===== src/rtl/squeeze_dump_buffer.sv =====
// Buffers squeezed rate blocks from the permutation stage and streams them out
// as W-bit words, trimming the final word to the requested output length.
module squeeze_dump_buffer #(
    parameter int W        = 64,
    parameter int RATE_MAX = 1344,
    parameter int SLOTS    = 2
) (
    input  logic                clk,
    input  logic                rst,
    input  logic                start,
    input  logic                mode,
    input  logic [31:0]         output_size,
    input  logic                blk_valid,
    input  logic [RATE_MAX-1:0] blk_data,
    output logic                blk_ready,
    output logic [W-1:0]        data_out,
    output logic [W/8-1:0]      keep_out,
    output logic                valid_out,
    input  logic                ready_in,
    output logic                last_out,
    output logic                busy,
    output logic                done
);

    // state | meaning
    // IDLE  | waiting for start
    // RUN   | accepting blocks and emitting words
    // FLUSH | one-cycle done pulse, then back to IDLE

    localparam int PTR_W   = (SLOTS > 1) ? $clog2(SLOTS) : 1;
    localparam int OCC_W   = $clog2(SLOTS + 1);
    localparam int WPB_MAX = RATE_MAX / W;
    localparam int IDX_W   = (WPB_MAX > 1) ? $clog2(WPB_MAX + 1) : 1;
    localparam int KB      = W / 8;

    typedef enum logic [1:0] {
        IDLE  = 2'd0,
        RUN   = 2'd1,
        FLUSH = 2'd2
    } state_t;

    state_t              state;
    logic                mode_q;
    logic [31:0]         size_q;
    logic [32:0]         bits_acc;
    logic [32:0]         bits_out;
    logic [PTR_W-1:0]    wr_ptr;
    logic [PTR_W-1:0]    rd_ptr;
    logic [OCC_W-1:0]    occ;
    logic [IDX_W-1:0]    word_idx;
    logic [RATE_MAX-1:0] slot_mem [SLOTS];

    logic [32:0]         rate_bits;
    logic [IDX_W-1:0]    last_idx;
    logic                accept;
    logic                xfer;
    logic                word_last;
    logic                is_last;
    logic [32:0]         rem_bits;
    logic [32:0]         rem_bytes;
    logic [KB-1:0]       keep_raw;
    logic [W-1:0]        word_data;
    logic [RATE_MAX-1:0] cur_slot;

    function automatic logic [PTR_W-1:0] ptr_next(input logic [PTR_W-1:0] p);
        return (p == PTR_W'(SLOTS - 1)) ? '0 : p + PTR_W'(1);
    endfunction

    assign rate_bits = mode_q ? 33'd1088 : 33'd1344;
    assign last_idx  = mode_q ? IDX_W'(1088 / W - 1) : IDX_W'(1344 / W - 1);

    assign blk_ready = (state == RUN) && (occ < OCC_W'(SLOTS)) && (bits_acc < {1'b0, size_q});
    assign valid_out = (state == RUN) && (occ != '0);
    assign accept    = blk_valid && blk_ready;
    assign xfer      = valid_out && ready_in;
    assign word_last = (word_idx == last_idx);
    assign is_last   = (bits_out + 33'(W)) >= {1'b0, size_q};

    // Only consulted on the last word, where the remainder is at most W bits.
    assign rem_bits  = {1'b0, size_q} - bits_out;
    assign rem_bytes = rem_bits >> 3;

    always_comb begin
        keep_raw = '1;
        if (is_last) begin
            for (int i = 0; i < KB; i++) begin
                keep_raw[i] = (33'(i) < rem_bytes);
            end
        end
    end

    assign cur_slot = slot_mem[rd_ptr];

    always_comb begin
        word_data = '0;
        for (int j = 0; j < WPB_MAX; j++) begin
            if (word_idx == IDX_W'(j)) begin
                word_data = cur_slot[j*W +: W];
            end
        end
    end

    // Gate the word lanes so nothing leaks out while idle or in reset.
    assign data_out = valid_out ? word_data : '0;
    assign keep_out = valid_out ? keep_raw : '0;
    assign last_out = valid_out && is_last;
    assign busy     = (state == RUN);
    assign done     = (state == FLUSH);

    always_ff @(posedge clk) begin
        if (accept) begin
            slot_mem[wr_ptr] <= blk_data;
        end
    end

    always_ff @(posedge clk or posedge rst) begin
        if (rst) begin
            state    <= IDLE;
            mode_q   <= 1'b0;
            size_q   <= '0;
            bits_acc <= '0;
            bits_out <= '0;
            wr_ptr   <= '0;
            rd_ptr   <= '0;
            occ      <= '0;
            word_idx <= '0;
        end else begin
            case (state)
                IDLE: begin
                    if (start) begin
                        mode_q   <= mode;
                        size_q   <= output_size;
                        bits_acc <= '0;
                        bits_out <= '0;
                        wr_ptr   <= '0;
                        rd_ptr   <= '0;
                        occ      <= '0;
                        word_idx <= '0;
                        state    <= (output_size == 32'd0) ? FLUSH : RUN;
                    end
                end
                RUN: begin
                    if (accept) begin
                        wr_ptr   <= ptr_next(wr_ptr);
                        bits_acc <= bits_acc + rate_bits;
                    end
                    if (xfer) begin
                        bits_out <= bits_out + 33'(W);
                        if (word_last) begin
                            word_idx <= '0;
                            rd_ptr   <= ptr_next(rd_ptr);
                        end else begin
                            word_idx <= word_idx + IDX_W'(1);
                        end
                    end
                    case ({accept, xfer && word_last})
                        2'b10:   occ <= occ + OCC_W'(1);
                        2'b01:   occ <= occ - OCC_W'(1);
                        default: occ <= occ;
                    endcase
                    // Last word out: drop anything still buffered.
                    if (xfer && is_last) begin
                        occ   <= '0;
                        state <= FLUSH;
                    end
                end
                FLUSH: begin
                    state <= IDLE;
                end
                default: begin
                    state <= IDLE;
                end
            endcase
        end
    end

endmodule


===== config.mk =====
export PLATFORM = sky130hd
export DESIGN_NAME = squeeze_dump_buffer
export DESIGN_NICKNAME = d
export VERILOG_FILES = /design/src/rtl/squeeze_dump_buffer.sv
export SDC_FILE = /design/constraint.sdc
export NUM_CORES = 2
export LEC_CHECK = 0
export CAP_MARGIN = 10
export CORE_AREA = 2 2 562 564
export DETAILED_ROUTE_END_ITERATION = 8
export DIE_AREA = 0 0 564 566
export PLACE_DENSITY = 0.58
export REMOVE_ABC_BUFFERS = 1
export SETUP_SLACK_MARGIN = 0.2
export SLEW_MARGIN = 20
export SYNTH_ARGS = -nofsm -noshare
export SYNTH_HDL_FRONTEND = slang
export SYNTH_SLANG_ARGS = --single-unit

===== constraint.sdc =====
create_clock -name clk -period 73 [get_ports clk]
set_input_delay 18.25 -clock clk [delete_from_list [all_inputs] [get_ports clk]]
set_output_delay 18.25 -clock clk [all_outputs]
set_load 0.1 [all_outputs]

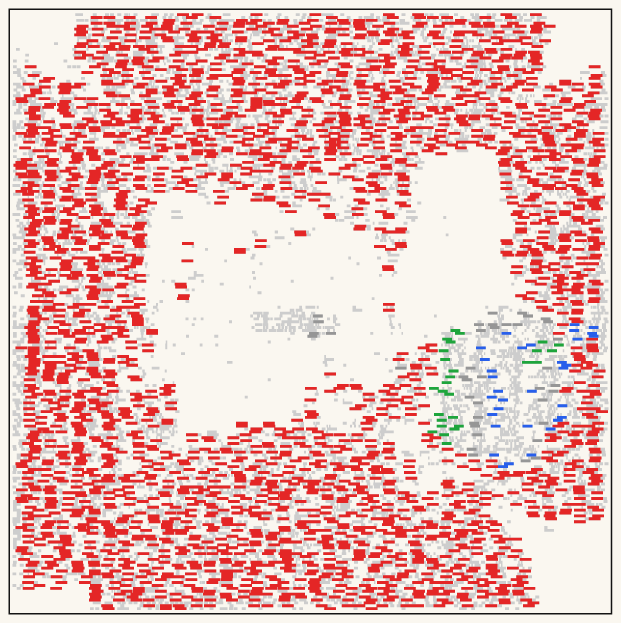
Figure 1: where the registers sit.
Other sequential cells in the stronger grey, the rest of the logic in the fainter grey.
- green: bits_acc (flops 27; where right middle)
- blue: size_q (flops 32)
- red: slot_mem (flops 2688; where widely spread)
sequential share of cell area: 58.0%
Finished Core Util: 45.8%

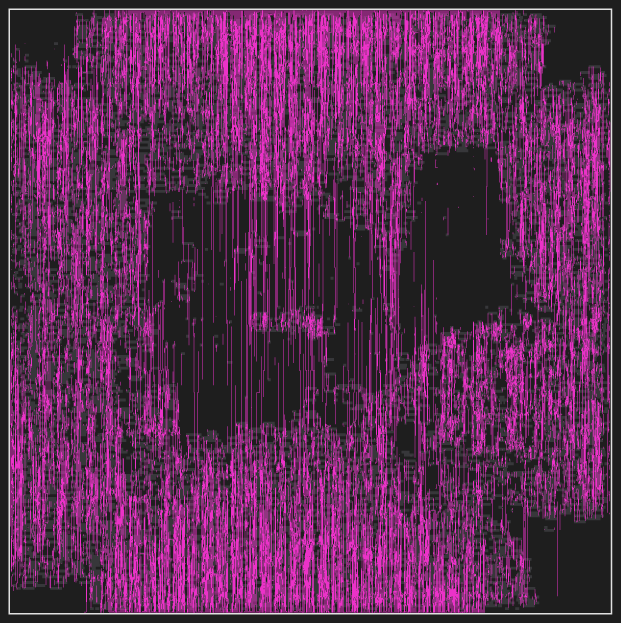
Figure 2: met2 routing.
Cells faint in the background.
- main direction: vertical
- nets with wire on the layer: 8636
M2 GR Usage: 40.5%
DRT Wirelength: 433000 um
Vias: 72800

==> Slide: Implementation Results <==
Physical Implementation Snapshot

Cells and area
  – Most frequent logic cell in the layout: edfxtp_1
  – Layout Area Growth over Synthesis: 26.7%
  – Final Net Count: 9946
  – Fin cells: 13000
  – Most instantiated logic cells after routing: edfxtp_1 (2688), clkdlybuf4s50_1 (1440), mux2i_1 (1201)

Clocking
  – Cts hold-fix bufs: 0
  – Post-CTS sizing: 0
  – Clk buf depth: 4
  – H-Tree Depth: 5
  – TritonCTS buffer count: 313
  – Clock Pin Slew Worst Setup and Hold Paths: 60 ps
  – Post-CTS setup buffers: 0

Critical path
  – Data required, critical path: ~55000 ps
  – Buf/Inv on CP: 5
  – Worst Path Arrival: 8210 ps
  – Slowest CP cell: clkdlybuf4s50_1
  – CP Max Fanout: 53
  – Critical path capture point type: output pin
  – Crit start category: register
  – Path type of the worst setup path: reg2out
  – CP top delay family: buffers and inverters
  – CP max stage delay: 1150 ps

Global routing
  – Overflow left after global routing: 0
  – Largest net degree at the start of global routing: 169
  – First-pass GRT wire length: 576000 um
  – Vias in the first global route: 71000

Routing
  – DRC viols: 0
  – Vias/cell: 5.58
  – Final ANT Viol Nets: 0

Timing
  – Final min period: approximately 26000 ps
  – Worst hold slack: 482 ps
  – Fin crit share: 36.3%
  – Clock Skew: 84.2 ps
  – Tightest Pin Transition: 1220 ps

Die
  – DIE WIDTH: between 500 and 600 um
  – Fp util: 36.1%
  – Row cnt: approximately 200

Pwr
  – Static leakage: roughly 45 nW
  – VDD IR max: 0.0216 mV
  – Cell area power density: 33.6 mW/mm^2

Yosys
  – Synth warn: 0
  – Netlist cell types: 66
  – Number of enable flip-flop cells: 2688

Run
  – Tool Warnings: 67
  – Max-cap violations: 0

Placed design
  – Pre-CTS WS: 47520 ps
  – DP HPWL: 301000 um

Outcome
  – Status: finished clean

Worst hold path
  – Hold crit path type: reg2reg
-- synth_stat cells (16+ instances only) --
library cell	count	share of area [%]
nand2_1	243	0.81
or3_1	16	0.088
mux2_2	109	1.1
ha_1	87	0.96
edfxtp_1	2688	71
o31ai_1	40	0.27
nand4_1	19	0.10
dfrtp_1	98	2.2
mux2i_1	1201	11
nor2b_1	54	0.30
nand3_1	81	0.36
o211ai_1	96	0.64
nor4_1	27	0.15
and3_1	27	0.15
a21oi_1	325	1.4
a2111oi_0	17	0.13
buf_1	30	0.099
inv_1	79	0.26
o22ai_1	34	0.19
a31oi_1	29	0.16
a221oi_1	140	1.1
nor3_1	59	0.26
o32ai_1	29	0.22
xnor2_1	29	0.22
a21o_1	21	0.14
clkbuf_1	268	0.89
nor2_1	167	0.55
buf_2	115	0.51
o21ai_0	403	1.8
a211oi_1	93	0.62
o221ai_1	151	1.2
o21a_1	32	0.21
-- through the flow --
step	total power, mW	instance area (sq um)
6_report	4.82	143000
5_1_grt	5.00	143000
4_1_cts	4.84	143000
3_5_place_dp	3.28	133000
3_3_place_gp	3.26	133000
2_1_floorplan	3.54	111000
-- power breakdown --
part / switching, mW / total (mW) / leakage, nW / internal (mW)
combinational: 0.761 / 1.08 / 13.8 / 0.317
clock: 0.664 / 1.56 / 4.87 / 0.895
sequential: 0.0716 / 2.18 / 25.9 / 2.11
-- per-layer routing --
metal,vias up,wire length [um],GRT usage [%]
met1,37000,175000,34.4
met2,3565,200000,40.5
met3,872,42000,7.69
met5,-,1010,0
li1,31200,-,-
met4,166,14900,10.2
-- worst min-delay path: stages, from the launching register on --
cell     delay, ps
dfrtp_1        340
nand2_1         50
nand2_1         60
-- final cells by class --
class	count	area, sq um	area share [%]
clock inverter	182	1820	1.27
tap	4160	5200	3.63
multi-input combinational	3665	28400	19.8
inverter	79	298	0.208
clock buffer	385	8210	5.72
antenna	160	400	0.279
timing repair buffer	1632	16000	11.1
sequential	2786	83200	58.0
-- final timing paths --
kind | from | endpoint | slack (ps) | cells after the start
max | rd_ptr | data_out[56] | 46540 | 11
min | size_q[1] | size_q[1] | 480 | 2
min reg2reg | size_q[1] | size_q[1] | 480 | 2
max in group asynchronous | rst | rd_ptr | 54010 | 3
max reg2reg | size_q[6] | slot_mem[0][252] | 65880 | 15
min in group asynchronous | rst | bits_acc[6] | 17700 | 2
-- sequential cells by signal, indices dropped and copies added (netlist names) --
signal    cells
rd_ptr        1
wr_ptr        1
size_q       32
mode_q        1
state         2
word_idx      5
occ           2
slot_mem   2688
bits_acc     27
bits_out     27
-- kinds of logic after synthesis --
kind of cell    Yosys count  share of synthesized area [%]
fa+ha+maj                87                          0.961
mux                    1310                           11.7
simple gates            741                           3.10
buf+inv                 507                           1.86
compound gates         1494                           8.70
xor+xnor                 33                          0.255
flops                  2786                           73.4
Power and IR drop assume default switching activity.
